File: config.mk
export PLATFORM = sky130hd
export DESIGN_NAME = ama_riscv_branch_resolve
export DESIGN_NICKNAME = d
export VERILOG_FILES = /design/src/rtl/ama_riscv_branch_resolve.sv
export SDC_FILE = /design/constraint.sdc
export NUM_CORES = 1
export LEC_CHECK = 0
export CAP_MARGIN = 20
export CORE_MARGIN = 2
export CORE_UTILIZATION = 37
export CTS_CLUSTER_DIAMETER = 120
export DETAILED_ROUTE_END_ITERATION = 16
export GPL_TIMING_DRIVEN = 0
export MAX_ROUTING_LAYER = met4
export PLACE_DENSITY = 0.86
export SYNTH_ARGS = -nofsm -noshare
export SYNTH_HDL_FRONTEND = slang
export SYNTH_SLANG_ARGS = --single-unit
File: constraint.sdc
create_clock -name clk -period 3.5 [get_ports clk]
set_clock_uncertainty 0.05 [all_clocks]
set_input_delay 0.35 -clock clk [delete_from_list [all_inputs] [get_ports clk]]
set_output_delay 0.35 -clock clk [all_outputs]
set_load 0.01 [all_outputs]
File: src/rtl/ama_riscv_branch_resolve.sv
// rtl/ama_riscv_branch_resolve.sv - branch/jump resolution, fetch redirect and flush generation
//
// Purpose:
//   Resolves conditional branches and jumps held by the execute stage, then
//   issues a registered fetch redirect with a one-cycle IF/ID flush. Optional
//   branch statistics counters are enabled by defining AMA_RISCV_BR_STATS_EN.
//
// Ports:
//   clk, rst_n                : clock, asynchronous active-low reset
//   in_valid / in_ready       : execute-stage branch handshake (ready only in IDLE)
//   funct3, is_jal, is_jalr   : instruction decode fields
//   target                    : ALU-computed branch/jump target
//   op_a_eq_b, op_a_lt_b      : comparator results
//   op_uns                    : unsigned-compare select to the comparator
//   redirect_valid / _ready   : fetch redirect handshake
//   redirect_pc               : new fetch PC
//   flush                     : one-cycle kill of younger IF/ID instructions
//   misaligned                : registered redirect target has nonzero [1:0]
//   cnt_br, cnt_taken         : resolved / taken branch counters (0 when stats disabled)

module ama_riscv_branch_resolve #(
  parameter int CNT_W = 32
) (
  input  logic             clk,
  input  logic             rst_n,
  input  logic             in_valid,
  output logic             in_ready,
  input  logic [2:0]       funct3,
  input  logic             is_jal,
  input  logic             is_jalr,
  input  logic [31:0]      target,
  input  logic             op_a_eq_b,
  input  logic             op_a_lt_b,
  output logic             op_uns,
  output logic             redirect_valid,
  input  logic             redirect_ready,
  output logic [31:0]      redirect_pc,
  output logic             flush,
  output logic             misaligned,
  output logic [CNT_W-1:0] cnt_br,
  output logic [CNT_W-1:0] cnt_taken
);

  typedef enum logic {
    IDLE  = 1'b0,
    REDIR = 1'b1
  } state_t;

  state_t      state;
  state_t      state_nxt;
  logic        taken;
  logic        accept;
  logic        take_redirect;
  logic [31:0] eff_target;

  assign op_uns = funct3[1];

  always_comb begin
    taken = 1'b0;
    case (funct3)
      3'b000:          taken = op_a_eq_b;
      3'b001:          taken = !op_a_eq_b;
      3'b100, 3'b110:  taken = op_a_lt_b;
      3'b101, 3'b111:  taken = !op_a_lt_b;
      default:         taken = 1'b0;
    endcase
    // Jumps are unconditional; funct3 is don't-care for them.
    if (is_jal || is_jalr) begin
      taken = 1'b1;
    end
  end

  // JALR clears bit 0 of the computed target.
  assign eff_target = is_jalr ? {target[31:1], 1'b0} : target;

  assign accept        = in_valid && in_ready;
  assign take_redirect = accept && taken;

  always_comb begin
    state_nxt      = state;
    in_ready       = 1'b0;
    redirect_valid = 1'b0;
    case (state)
      IDLE: begin
        in_ready = 1'b1;
        if (take_redirect) begin
          state_nxt = REDIR;
        end
      end
      REDIR: begin
        redirect_valid = 1'b1;
        if (redirect_ready) begin
          state_nxt = IDLE;
        end
      end
      default: state_nxt = IDLE;
    endcase
  end

  always_ff @(posedge clk or negedge rst_n) begin
    if (!rst_n) begin
      state <= IDLE;
    end else begin
      state <= state_nxt;
    end
  end

  // Redirect payload only loads on a new taken branch, so it holds through REDIR.
  always_ff @(posedge clk or negedge rst_n) begin
    if (!rst_n) begin
      redirect_pc <= '0;
      misaligned  <= 1'b0;
      flush       <= 1'b0;
    end else begin
      flush <= take_redirect;
      if (take_redirect) begin
        redirect_pc <= eff_target;
        misaligned  <= |eff_target[1:0];
      end
    end
  end

`ifdef AMA_RISCV_BR_STATS_EN
  logic [CNT_W-1:0] br_q;
  logic [CNT_W-1:0] taken_q;

  // Saturating counters: stop at all-ones instead of wrapping.
  always_ff @(posedge clk or negedge rst_n) begin
    if (!rst_n) begin
      br_q    <= '0;
      taken_q <= '0;
    end else begin
      if (accept && !(&br_q)) begin
        br_q <= br_q + CNT_W'(1);
      end
      if (take_redirect && !(&taken_q)) begin
        taken_q <= taken_q + CNT_W'(1);
      end
    end
  end

  assign cnt_br    = br_q;
  assign cnt_taken = taken_q;
`else
  assign cnt_br    = '0;
  assign cnt_taken = '0;
`endif

endmodule

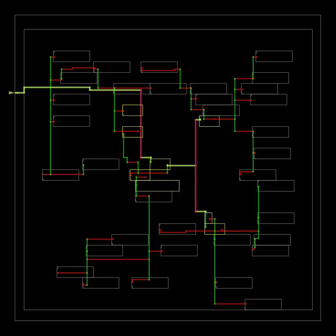
run_1/final_clocks.png
clock sink total: 35
power in the clock group: 0.371 mW
cts bufs inserted: 5
insertion delay at the late pin of the worst-skew pair: 0.28 ns
final sequential cell count: 35

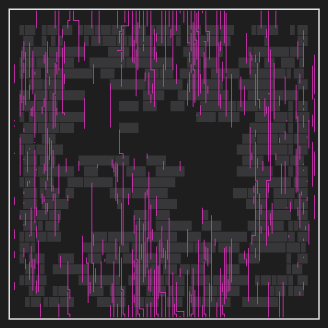
run_1/met2.png
(4 px per um)
292 nets have wire on it. The wires run mostly vertical. The layer carries 2150 um of wire. The layer holds 54% of the routed length.

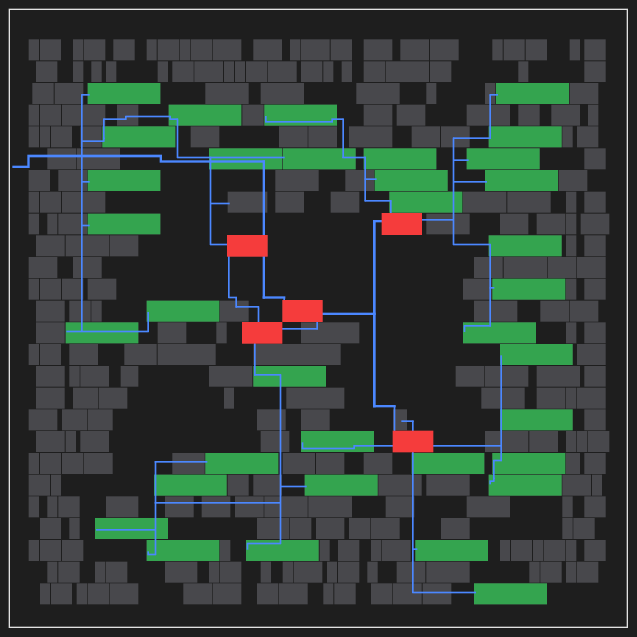
run_1/clock_map.png
(8 px per um)
flip-flops: marked green, count 35. clock wires: marked blue, length 459 um. cells driving clock nets: marked red, count 5.
Position of the flops: widely spread.

==> results.cfg, run 1 <==
; generated from flow reports
[setup_path]
critical_path.endpoint = redirect_pc[20]
timing.critical_path.required_ns = 3.61
crit_path_start = funct3[0]
arrival_ns = 2.08

[cells_and_area]
nFillCells = 420
final.signal_inverter_count = 2
layout_top_cells_excl_fill_tap = sky130_fd_sc_hd__clkdlybuf4s50_1, sky130_fd_sc_hd__buf_4, sky130_fd_sc_hd__conb_1
buffers_excl_clock = 148
final_net_count = 340

[placement]
placed_cells = 360
place.detailed.hpwl_mm = 3.251

[logic_synthesis]
synth.cellmix.xorXnorShare = 0.008866
largest_combinational_cell_category_by_area = buffers and inverters
synth_compound_gate_area_share = 0.01330

[detailed_routing]
post_detailed_route_via_to_cell_ratio = 3.649

[floorplanning]
well_tap_count = 70
fp.coreArea_um2 = 5140

[cts]
cts.path.max_buffers = 2

[status]
status = finished, final reports clean

[power]
combinationalPower_mw = 0.624
total_switching_power_mw = 0.4073

[grt]
number_of_antenna_violations_at_the_first_check_in_global_routing = 0
grt.total_usage = 0.1356
pin_count_of_the_biggest_net_entering_global_routing = 36
[run 1: through the flow]
stage	setup slack (ns)	hold WS [ns]	utilization	power, mW
floorplan	1.779	0.004409	-	0.8965
global placement	1.250	0.4405	0.6013	1.188
detailed placement	1.232	0.4245	0.6003	1.202
CTS	1.528	0.1154	0.6232	1.580
global route	1.479	0.1610	0.6232	1.638
finish	1.529	0.09774	0.6232	1.562
[run 1: worst max-delay path, cell delays in order]
cell and delay, ns:
sky130_fd_sc_hd__clkdlybuf4s50_1 0.44, sky130_fd_sc_hd__xor2_1 0.17, sky130_fd_sc_hd__a22o_1 0.20, sky130_fd_sc_hd__o311a_1 0.30
sky130_fd_sc_hd__buf_6 0.16, sky130_fd_sc_hd__buf_12 0.15, sky130_fd_sc_hd__mux2_4 0.30
[run 1: synthesized netlist by cell type (all sizes together)]
| master | instances | area (um^2) |
|---|---|---|
| nor2b | 1 | 6.260 |
| buf | 69 | 559.3 |
| a22o | 1 | 8.760 |
| inv | 2 | 7.510 |
| o21bai | 1 | 7.510 |
| conb | 1 | 3.750 |
| o311a | 1 | 10.01 |
| mux2i | 1 | 10.01 |
| dfrtp | 35 | 875.8 |
| mux2 | 32 | 461.7 |
| nor2 | 2 | 7.510 |
| xor2 | 2 | 17.52 |
[run 1: registers in the layout, indices dropped and copies added, names as in the netlist]
signal,count
redirect_pc,32
state,1
flush,1
misaligned,1
[run 1: layer usage]
layer | GRT usage | part of all wire | vias to the layer above
li1 | - | - | 650
met1 | 0.1490 | 0.36 | 613
met2 | 0.2395 | 0.54 | 75
met3 | 0.04000 | 0.081 | 5
met4 | 0.03750 | 0.010 | 0
met5 | - | 0 | -
==> run 2: changes to the inputs <==
--- a/config.mk
+++ b/config.mk
@@ -7,12 +7,12 @@
 export LEC_CHECK = 0
 export CAP_MARGIN = 20
 export CORE_MARGIN = 2
-export CORE_UTILIZATION = 37
+export CORE_UTILIZATION = 31
 export CTS_CLUSTER_DIAMETER = 120
 export DETAILED_ROUTE_END_ITERATION = 16
 export GPL_TIMING_DRIVEN = 0
 export MAX_ROUTING_LAYER = met4
-export PLACE_DENSITY = 0.86
+export PLACE_DENSITY = 0.77
 export SYNTH_ARGS = -nofsm -noshare
 export SYNTH_HDL_FRONTEND = slang
 export SYNTH_SLANG_ARGS = --single-unit
==> constraint.sdc (replaced) <==
create_clock -name clk -period 1.8 [get_ports clk]
set_clock_uncertainty 0.05 [all_clocks]
set_input_delay 0.18 -clock clk [delete_from_list [all_inputs] [get_ports clk]]
set_output_delay 0.18 -clock clk [all_outputs]
set_load 0.01 [all_outputs]
==> results.cfg, run 2 <==
; generated from flow reports
[status]
status = finished, final reports clean

[setup_path]
crit_path_start = op_a_eq_b
longest_individual_stage_delay_on_the_worst_path_ns = 0.41
arrival_ns = 1.84
critical_path_buf_inv_count = 3
critical_path.endpoint = redirect_pc[17]
cpLargestDelayFamily = buffers and inverters
worstPathCellList = clkdlybuf4s50_1 -> xor2_1 -> a22o_1 -> o311a_1 -> buf_6 -> buf_12 -> mux2_4

[cells_and_area]
largest_reg_flops = 32
register_ranked_first_by_flip_flop_count = redirect_pc
nFillCells = 579
final_net_count = 342
nFlopsAndLatches = 35
final.signal_inverter_count = 2
layout.core_utilization = 0.5120

[detailed_routing]
post_detailed_route_via_to_cell_ratio = 3.570

[logic_synthesis]
synth-edff-count = 0
yosysTopAreaCell = sky130_fd_sc_hd__dfrtp_1
top_cells_by_area = sky130_fd_sc_hd__dfrtp_1, sky130_fd_sc_hd__buf_4, sky130_fd_sc_hd__mux2_4, sky130_fd_sc_hd__buf_12, sky130_fd_sc_hd__mux2_2
postSynth.topFlopCell = sky130_fd_sc_hd__dfrtp_1
async_flop_share = 1.000

[grt]
pin_count_of_the_biggest_net_entering_global_routing = 36
grt.total_usage = 0.1197

[placement]
place.detailed.hpwl_mm = 3.103
placed_cells = 367

[floorplanning]
fp.coreArea_um2 = 6241

[power]
total_switching_power_mw = 0.7920

[cts]
worst_skew_pair.late_latency_ns = 0.28
==> run 2: cell count changes in the layout (fill, tap and decap cells not counted), sizes merged <==
cell	before	now
buf	70	71
bufinv	1	0
clkbuf	6	7
clkdlybuf4s50	78	77
dlygate4sd3	0	1
dlymetal6s2s	0	1
==> run 2: timing repair <==
action	CTS	global route
endpoints found under the setup margin	2	32
buffers inserted	1	0
hold buffers	1	0
gates resized	0	1
hold endpoints to repair	35	0
==> run 2: cells by family after synthesis <==
family / synth area share
muxes: 0.2388
xor gates and xnor gates: 0.008868
other: 0.001898
DFF: 0.4433
and+or+nand+nor: 0.006970
AOI/OAI and AO/OA: 0.01330
buffers and inverters: 0.2869
==> run 2: routing by layer <==
metal	wire (um)	up-vias	track usage
met1	1569	601	0.1367
met5	0	-	-
met3	423	10	0.04748
li1	-	651	-
met2	2021	84	0.1927
met4	71	0	0.03959
==> run 2: per-stage QoR <==
| stage | hold WS (ns) | power [mW] | TNS [ns] | worst slack (ns) |
|---|---|---|---|---|
| final | 0.4113 | 2.866 | 0 | 0.07574 |
| after global routing | 0.4275 | 3.041 | 0 | 0.03544 |
| after CTS | 0.3988 | 2.913 | 0 | 0.02310 |
| after detailed placement | 0.2747 | 2.338 | -8.848 | -0.3044 |
| after global placement | 0.4394 | 2.314 | -19.02 | -0.3185 |
| after floorplan | -0.1656 | 1.743 | 0 | 0.2486 |
==> run 2: power by group through the flow <==
stage | logic, mW | clock network, mW | registers [mW]
2_1_floorplan | 0.540 | 0 | 1.20
3_3_place_gp | 1.21 | 0 | 1.10
3_5_place_dp | 1.22 | 0 | 1.11
4_1_cts | 1.23 | 0.573 | 1.11
5_1_grt | 1.30 | 0.610 | 1.13
6_report | 1.23 | 0.539 | 1.10
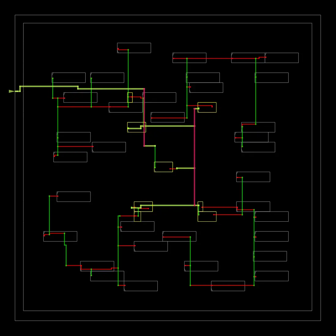
run_2/final_clocks.png
power in the clock group: 0.539 mW
clkbuf count: 7

No activity file was given, so power comes from the tool's default toggle rates.
